## config.mk

```make
export PLATFORM = sky130hd
export DESIGN_NAME = pipe_stage_reg
export DESIGN_NICKNAME = d
export VERILOG_FILES = /design/src/rtl/pipe_stage_reg.sv
export SDC_FILE = /design/constraint.sdc
export NUM_CORES = 1
export LEC_CHECK = 0
export CAP_MARGIN = 20
export CELL_PAD_IN_SITES_DETAIL_PLACEMENT = 1
export CELL_PAD_IN_SITES_GLOBAL_PLACEMENT = 1
export CORE_MARGIN = 1
export CORE_UTILIZATION = 25
export CTS_CLUSTER_DIAMETER = 80
export DETAILED_ROUTE_END_ITERATION = 6
export PLACE_DENSITY = 0.62
export SETUP_SLACK_MARGIN = 0.4
export SLEW_MARGIN = 10
export SYNTH_ARGS = -nofsm -noshare
export SYNTH_HDL_FRONTEND = slang
export SYNTH_SLANG_ARGS = --single-unit
```

## constraint.sdc

```tcl
create_clock -name clk -period 3.05 [get_ports clk]
set_input_delay 0.61 -clock clk [delete_from_list [all_inputs] [get_ports clk]]
set_output_delay 0.61 -clock clk [all_outputs]
set_load 0.01 [all_outputs]
```

## src/rtl/pipe_stage_reg.sv

```systemverilog
// Pipeline stage register with valid/ready handshake, 2-entry skid buffer,
// hazard stall/flush, and a programmable bubble value on empty slots.
module pipe_stage_reg #(
    parameter int DATA_W     = 32,
    parameter int NUM_FIELDS = 2,
    localparam int TOT_W     = DATA_W * NUM_FIELDS,
    parameter logic [TOT_W-1:0] BUBBLE_VAL = '0
) (
    input  logic             clk,
    input  logic             rst_n,
    input  logic             stall,
    input  logic             flush,
    input  logic             in_valid,
    output logic             in_ready,
    input  logic [TOT_W-1:0] in_data,
    output logic             out_valid,
    input  logic             out_ready,
    output logic [TOT_W-1:0] out_data,
    output logic [1:0]       occupancy,
    output logic [7:0]       flush_count
);

    // state | meaning
    // EMPTY | nothing held
    // ONE   | main register holds the head entry
    // TWO   | main holds head, skid holds the next entry
    typedef enum logic [1:0] {
        EMPTY = 2'd0,
        ONE   = 2'd1,
        TWO   = 2'd2
    } stateT;

    stateT             state;
    stateT             nextState;
    logic [TOT_W-1:0]  mainData;
    logic [TOT_W-1:0]  skidData;
    logic              inReadyReg;
    logic              acc;
    logic              emt;
    logic              loadMainIn;
    logic              loadMainSkid;
    logic              loadSkidIn;
    logic [8:0]        fcSum;

    assign acc = in_valid && inReadyReg && !stall;
    assign emt = out_valid && out_ready;

    always_ff @(posedge clk or negedge rst_n) begin
        if (!rst_n) begin
            state      <= EMPTY;
            inReadyReg <= 1'b0;
        end else begin
            state      <= nextState;
            inReadyReg <= (nextState != TWO);
        end
    end

    always_comb begin
        nextState    = state;
        loadMainIn   = 1'b0;
        loadMainSkid = 1'b0;
        loadSkidIn   = 1'b0;
        if (flush) begin
            nextState = EMPTY;
        end else begin
            case (state)
                EMPTY: begin
                    if (acc) begin
                        nextState  = ONE;
                        loadMainIn = 1'b1;
                    end
                end
                ONE: begin
                    if (acc && !emt) begin
                        nextState  = TWO;
                        loadSkidIn = 1'b1;
                    end else if (acc && emt) begin
                        loadMainIn = 1'b1;
                    end else if (emt) begin
                        nextState = EMPTY;
                    end
                end
                TWO: begin
                    if (emt) begin
                        nextState    = ONE;
                        loadMainSkid = 1'b1;
                    end
                end
                default: nextState = EMPTY;
            endcase
        end
    end

    always_comb begin
        out_valid = (state != EMPTY) && !stall;
        out_data  = out_valid ? mainData : BUBBLE_VAL;
        in_ready  = inReadyReg;
        case (state)
            ONE:     occupancy = 2'd1;
            TWO:     occupancy = 2'd2;
            default: occupancy = 2'd0;
        endcase
    end

    // Flushed slots are scrubbed to the bubble so stale entries never resurface.
    always_ff @(posedge clk or negedge rst_n) begin
        if (!rst_n) begin
            mainData <= BUBBLE_VAL;
            skidData <= BUBBLE_VAL;
        end else if (flush) begin
            mainData <= BUBBLE_VAL;
            skidData <= BUBBLE_VAL;
        end else begin
            if (loadMainIn) begin
                mainData <= in_data;
            end else if (loadMainSkid) begin
                mainData <= skidData;
            end
            if (loadSkidIn) begin
                skidData <= in_data;
            end
        end
    end

    assign fcSum = {1'b0, flush_count} + {7'd0, occupancy};

    always_ff @(posedge clk or negedge rst_n) begin
        if (!rst_n) begin
            flush_count <= 8'd0;
        end else if (flush) begin
            flush_count <= fcSum[8] ? 8'hFF : fcSum[7:0];
        end
    end

endmodule
```

Figure 1. M1 wires.
Drawn at 3 px/µm. Supply wires on this layer in gray. Cells faint in the background.
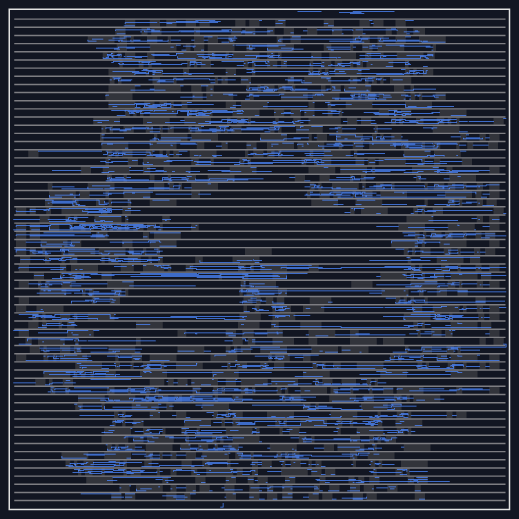
share of all routed wire: 47%
nets with wire on the layer: 803
drt total wl: 18770 µm
met1 Resource Use GR: 18.81%
total number of vias: 5274

Figure 2. M2 wires.
Drawn at 3 px/µm.
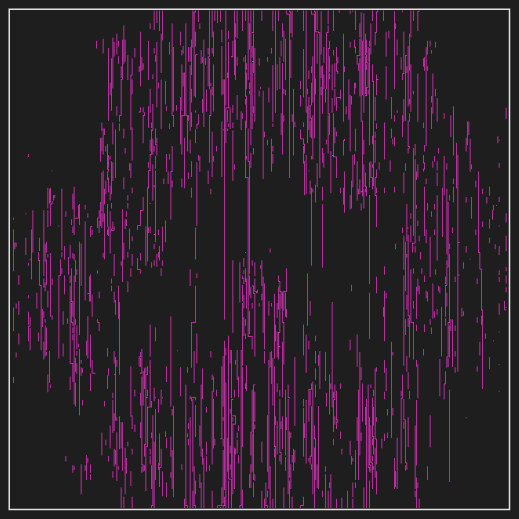
longest straight run: 79.9 µm
main direction: vertical
share of all routed wire: 49%
wire length on this layer: 9180 µm
met2 global-route usage: 23.98%

==> deck_impl_summary.md <==
Synthesis and Place & Route Summary

Cells and area
  – Diodes inserted: 1
  – Area delta synth->final: 35.12%
  – Largest registers: mainData (64), skidData (64), flush_count (8)
  – Post-layout util: roughly a third
  – Final nets: roughly 900
  – Top cells excl fill/tap: clkdlybuf4s50_1, dfrtp_1, nand2_1
  – Flop count: between 100 and 150
  – Non-clock buffer total of the final layout: 161
  – Cell Count, Final, Fillers Out: 1172
  – Layout fillers: 2978
  – Register area: around 3500 µm²
  – Most instantiated logic cell after routing: clkdlybuf4s50_1
  – Logic inverters: 5
  – Comb gates: roughly 500
  – Signal buf overhead: between 10% and 20%
  – Logic share of the area: between 30% and 40%
  – Max-area cell class: registers
  – Seq/total area: between 30% and 40%
  – Clock-cell share: approximately 6.2%
  – Final instance area: 9112 µm²

Power and ir drop
  – Clk. pwr: approximately 2.0 mW
  – Psw: between 1 and 1.5 mW
  – P_seq: just over 2 mW
  – Power per cell area: about 500 nW/µm²
  – Seq pwr share: between 40% and 50%
  – Worst vdd ir: approximately 0.00025 V
  – LEAKAGE: 3.947 nW
  – Final Power: around 4.7 mW
  – Logic pwr share: ~14%
  – Top power group: sequential cells

Routing
  – Met2 wire length: 9178 µm
  – WL/cell: roughly 16 µm
  – Top Metal Used: met4
  – Drc violations: 7
  – Starting DRT DRC Count: 130
  – DRT met1 WL: 8809 µm
  – 1st-pass router iterations: 6
  – Final ANT Viol Nets: 0

Global routing
  – Initial antenna violation count: 1
  – Gr ovfl total: 0
  – Largest net degree at the start of global routing: about 75
  – Vias in the first global route: approximately 5600
  – Global Route Usage Sum: between 10 and 15%
  – First-pass GRT wire length: between 30000 and 40000 µm

Placement
  – DP Worst Slack: between 200 and 250 ps
  – GP Congestion: 0.7038
  – Placed cell count: between 1000 and 1500
  – Placed Area: approximately 8500 µm²

Logic synthesis
  – Post-Synth Simple-Gate Area: between 10% and 20%
  – Library cells used by synthesis: 35
  – Chip area estimate from yosys synthesis: 6744 µm²
  – AO/OA Area Share: 12.91%
  – Most frequent cell after synthesis: dfrtp_1
  – Largest non-sequential cell family by area: simple AND/OR/NAND/NOR gates
  – Cell taking the most area after synthesis: dfrtp_1
  – Mux frac, synth: approximately a tenth
  – Post-Syn Nets: just under 800
  – Synth Instances: 700
  – Syn Area/Cell: between 9 and 10 µm²
  – Yosys warns: 0
  – Post-synth EDFFs: 0
  – Dominant Register Cell: dfrtp_1
  – Cell area leaders: dfrtp_1, mux2i_1, nand2_1
  – Sequential share of the synthesized area: about half
  – Leading post-synthesis cells by instance count: dfrtp_1, nand2_1, nor2_1
  – Mapped cell area: between 6000 and 7000 µm²
  – Yosys xor share: less than 1%
  – Area share, top type: around half
  – Ys flops: approximately 140
  – Yosys adder share: less than 1%

Clocking
  – Late-Pin Clk Latency: between 400 and 500 ps
  – Htree depth: 4
  – # clock sinks: 139
  – # resized after CTS: 0
  – Total clock buffers created by CTS: 17
  – CTS tree: built
  – Clock Path Buffers: 2
  – Cts-stage hold buffer count: 0
  – Clk root buf: clkbuf_16
  – Setup bufs post-CTS: 0
  – Clock slew at reported path FFs: around 60 ps

Final timing
  – Worst Hold Margin: 86.17 ps
  – Tightest Pin Transition: ~650 ps
  – Fin crit period: approximately 2800 ps
  – Tcrit/Tclk final: 91.19%
  – Setup-failing EPs final: 0
  – RSZ-0062 raised after global routing: true
  – TNS Setup: 0 ps
  – Slew headroom: approximately 57%
  – Fmax: about 0.36 GHz
  – Final setup skew: approximately 10 ps
  – Post-route setup slack: roughly 270 ps

Critical path
  – Crit path to: out_data[22]
  – Bufs and invs on worst path: 3
  – Reg-to-reg endpoint: flush_count[5]$_DFFE_PN0P_
  – Setup Crit Path Kind: in2out
  – CP max stage cell: clkdlybuf4s50_1
  – CP Depth: 5
  – CP required: ~2400 ps
  – CP Data Arrival Time: about 2200 ps
  – Worst setup path start: stall
  – R2R cell count: 8
  – Top Family by Delay on Critical Path: buffers and inverters
  – CP cell instances: clkdlybuf4s50_1 -> nor2_4 -> buf_12 -> and2_1 -> clkdlybuf4s50_1
  – Launch point of the worst reg-to-reg path: state[0]$_DFF_PN0_
  – Crit path largest cell delay: between 500 and 600 ps
  – Reg2reg setup slack: approximately 760 ps
  – Critical Path Start Type: input pin
  – Crit path max fanout: 26
  – Endpoint class of the critical path: output pin

Die
  – Vert. Die Dim: between 150 and 200 µm
  – Chip width: 166.2 µm
  – Num ports: roughly 150
  – Fp_density: between 20% and 30%
  – Tap Count: approximately 340
  – Core area: roughly 26000 µm²
  – Chip area: 27640 µm²
  – Site Rows: around 59

Run
  – Max-cap violations: 0
  – Tool warnings: 28

Run status
  – Status: complete, but fails checks
  – Failing checks: design-rule violations

Min path
  – Hold Path Class: in2async
Figure 3. M3 wires.
Drawn at 3 px/µm. Cells faint in the background.
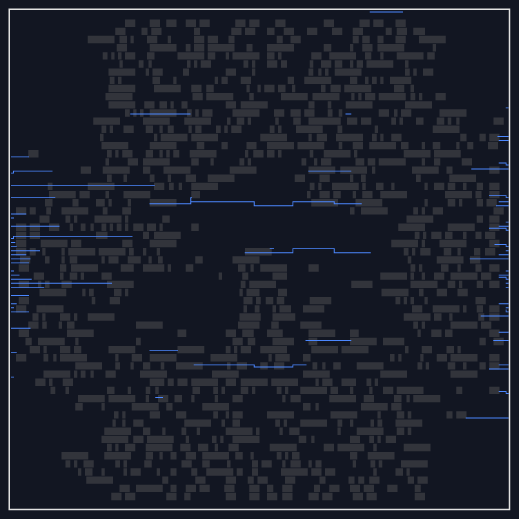
wire length on this layer: 609 µm
share of all routed wire: 3.2%
M3 GR Usage: 2.812%

Power figures rest on the tool's default switching activity, not on a simulated workload.
